**config.mk**
```make
export PLATFORM = sky130hd
export DESIGN_NAME = cla_32
export DESIGN_NICKNAME = d
export VERILOG_FILES = /design/src/rtl/cla_32.sv
export SDC_FILE = /design/constraint.sdc
export NUM_CORES = 1
export LEC_CHECK = 0
export CAP_MARGIN = 20
export CORE_MARGIN = 2
export CORE_UTILIZATION = 30
export CTS_BUF_LIST = sky130_fd_sc_hd__clkbuf_16
export CTS_CLUSTER_DIAMETER = 200
export DETAILED_ROUTE_END_ITERATION = 12
export HOLD_SLACK_MARGIN = 0.1
export SKIP_CTS_REPAIR_TIMING = 1
export SYNTH_ARGS = -nofsm -noshare
export SYNTH_HDL_FRONTEND = slang
export SYNTH_SLANG_ARGS = --single-unit
```
**constraint.sdc**
```tcl
create_clock -name CLK -period 4.7 [get_ports CLK]
set_input_delay 0.705 -clock CLK [delete_from_list [all_inputs] [get_ports CLK]]
set_output_delay 0.705 -clock CLK [all_outputs]
set_load 0.02 [all_outputs]
```
**src/rtl/cla_32.sv**
```systemverilog
// Two-level 32-bit carry-lookahead adder: eight 4-bit lookahead blocks feeding
// a flattened group-carry unit, with SUM/OF/BAND/BXOR captured in one register stage.

module cla_blk4 (
  input  logic [3:0] g,
  input  logic [3:0] p,
  input  logic       ci,
  output logic [3:0] c,
  output logic       gg,
  output logic       gp
);
  // c[i] is the carry into bit i of this block; every term is a flat AND-OR
  assign c[0] = ci;
  assign c[1] = g[0] | (p[0] & ci);
  assign c[2] = g[1] | (p[1] & g[0]) | (p[1] & p[0] & ci);
  assign c[3] = g[2] | (p[2] & g[1]) | (p[2] & p[1] & g[0]) | (p[2] & p[1] & p[0] & ci);
  assign gg   = g[3] | (p[3] & g[2]) | (p[3] & p[2] & g[1]) | (p[3] & p[2] & p[1] & g[0]);
  assign gp   = &p;
endmodule

module cla_32 (
  input  logic        CLK,
  input  logic        RSTN,
  input  logic [31:0] A,
  input  logic [31:0] B,
  input  logic        CIN,
  output logic [31:0] SUM,
  output logic        OF,
  output logic [31:0] BAND,
  output logic [31:0] BXOR
);
  localparam int NUM_BLK = 8;
  localparam int BLK_W   = 4;

  logic [NUM_BLK-1:0][BLK_W-1:0] g, p, c;
  logic [NUM_BLK-1:0]            grp_g, grp_p;
  logic [NUM_BLK:0]              blk_c;

  assign g = A & B;
  assign p = A ^ B;

  genvar k;
  generate
    for (k = 0; k < NUM_BLK; k++) begin : g_blk
      cla_blk4 u_blk (
        .g  (g[k]),
        .p  (p[k]),
        .ci (blk_c[k]),
        .c  (c[k]),
        .gg (grp_g[k]),
        .gp (grp_p[k])
      );
    end
  endgenerate

  // Each block carry is an independent sum of products over (G,P,CIN), so the
  // only ripple left is inside a single 4-bit block.
  always_comb begin
    logic term;
    blk_c = '0;
    blk_c[0] = CIN;
    for (int n = 1; n <= NUM_BLK; n++) begin
      term = CIN;
      for (int m = 0; m < n; m++) term = term & grp_p[m];
      blk_c[n] = term;
      for (int j = 0; j < n; j++) begin
        term = grp_g[j];
        for (int m = j + 1; m < n; m++) term = term & grp_p[m];
        blk_c[n] = blk_c[n] | term;
      end
    end
  end

  logic [31:0] sum_d;
  assign sum_d = p ^ c;

  always_ff @(posedge CLK) begin
    if (!RSTN) begin
      SUM  <= '0;
      OF   <= 1'b0;
      BAND <= '0;
      BXOR <= '0;
    end else begin
      SUM  <= sum_d;
      OF   <= c[NUM_BLK-1][BLK_W-1] ^ blk_c[NUM_BLK];
      BAND <= g;
      BXOR <= p;
    end
  end
endmodule

```
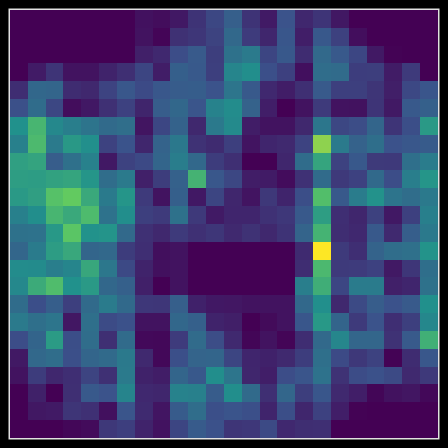
(images/metal_density.png)
24 x 24 tiles, from dark purple (low) to yellow (high), scaled to the fullest tile. Values are wire area over tile area, all layers added.
The densest ninth of the die: left middle. 8.0% of the tiles are over half the peak. 14% of the tiles are nearly empty. The mean over all tiles is 0.11.

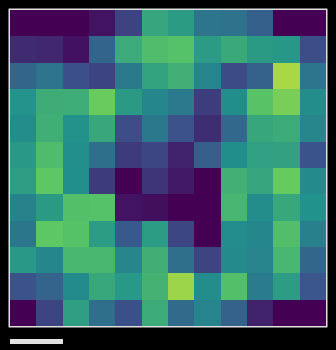
(images/cell_density.png)
Bar = 20 um. 12 x 12 tiles, from dark purple (low) to yellow (high), 0 to 100% covered.
The mean over all tiles is 41%. 9.0% of the tiles are nearly empty. The emptiest ninth of the die: middle. 3.5% of the tiles are over 75% full. The fullest tile reaches 87%.

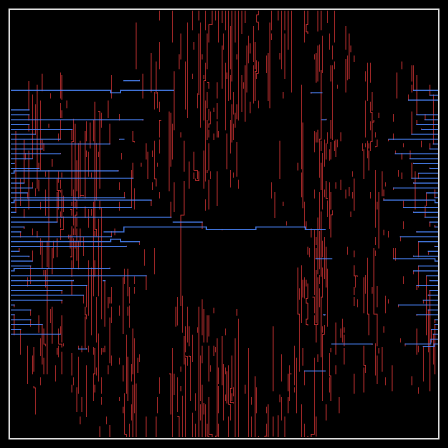
(images/wires.png)
Only two layers are drawn.
metal 3: drawn in blue, wire length 1130 um. metal 2: drawn in red, wire length 4410 um.

==> stage by stage <==
stage / hold WS, ns / setup WS (ns)
final: 0.846 / 1.19
after global routing: 0.897 / 0.993
after CTS: 0.846 / 1.12
after detailed placement: 1.22 / 0.754
after global placement: 1.20 / 0.856
after floorplan: 0.855 / 1.51
==> path summary, 6_finish.rpt <==
check / from / endpoint / cells after the start / slack, ns
hold / removal: RSTN / SUM[27]$_SDFF_PN0_ / 3 / 0.85
setup / recovery: A[0] / SUM[29]$_SDFF_PN0_ / 12 / 1.19
==> report_power, final <==
part | internal, mW | leakage [nW] | switching [mW]
Combinational | 0.281 | 1.56 | 0.256
Clock | 0.401 | 0.138 | 0.295
Sequential | 0.894 | 0.805 | 0.0197
==> GITHUB_STEP_SUMMARY <==
### Metrics collected by this job

| Metric | Value |
|---|---|
| CP peak stage delay | 0.43 ns |
| Tmin final | 3.51 ns |
| Status | complete, no violations |
| Number of non-clock inverters | 8 |
| Placed instance area | 5810 um^2 |
| Tot Pwr | 2.15 mW |
| Yosys cell count | 361 |
| Final setup vio count | 0 |
| Top Usage Layer GRT | met2 |
| Final core utilization | 46.3% |
| Sequential cell area share | 31.9% |
| Post-synth top area cell | dfxtp_1 |
| Die Area | 14200 um^2 |
| Num CTS Buffers | 9 |
| Hold WC Path Type | primary input to flop |
| Post-Syn Nets | 468 |
| Vias in the first global route | 3063 |
| First-pass GRT wire length | 14900 um |
| Met2 GRT Util | 21.8% |
| Crit path DRT | 4.94 ns |
| CTS max path bufs | 2 |
| Post-synthesis cell type count | 47 |
| MI comb area | 1980 um^2 |
| CP Launch Type | primary input |
| Most common cell in the netlist | dfxtp_1 |
| Die Ht | 119 um |
| Nets | 633 |
| Crit. End Element | flop |
| Initial antenna violation count | 0 |
Power figures rest on the tool's default switching activity, not on a simulated workload.
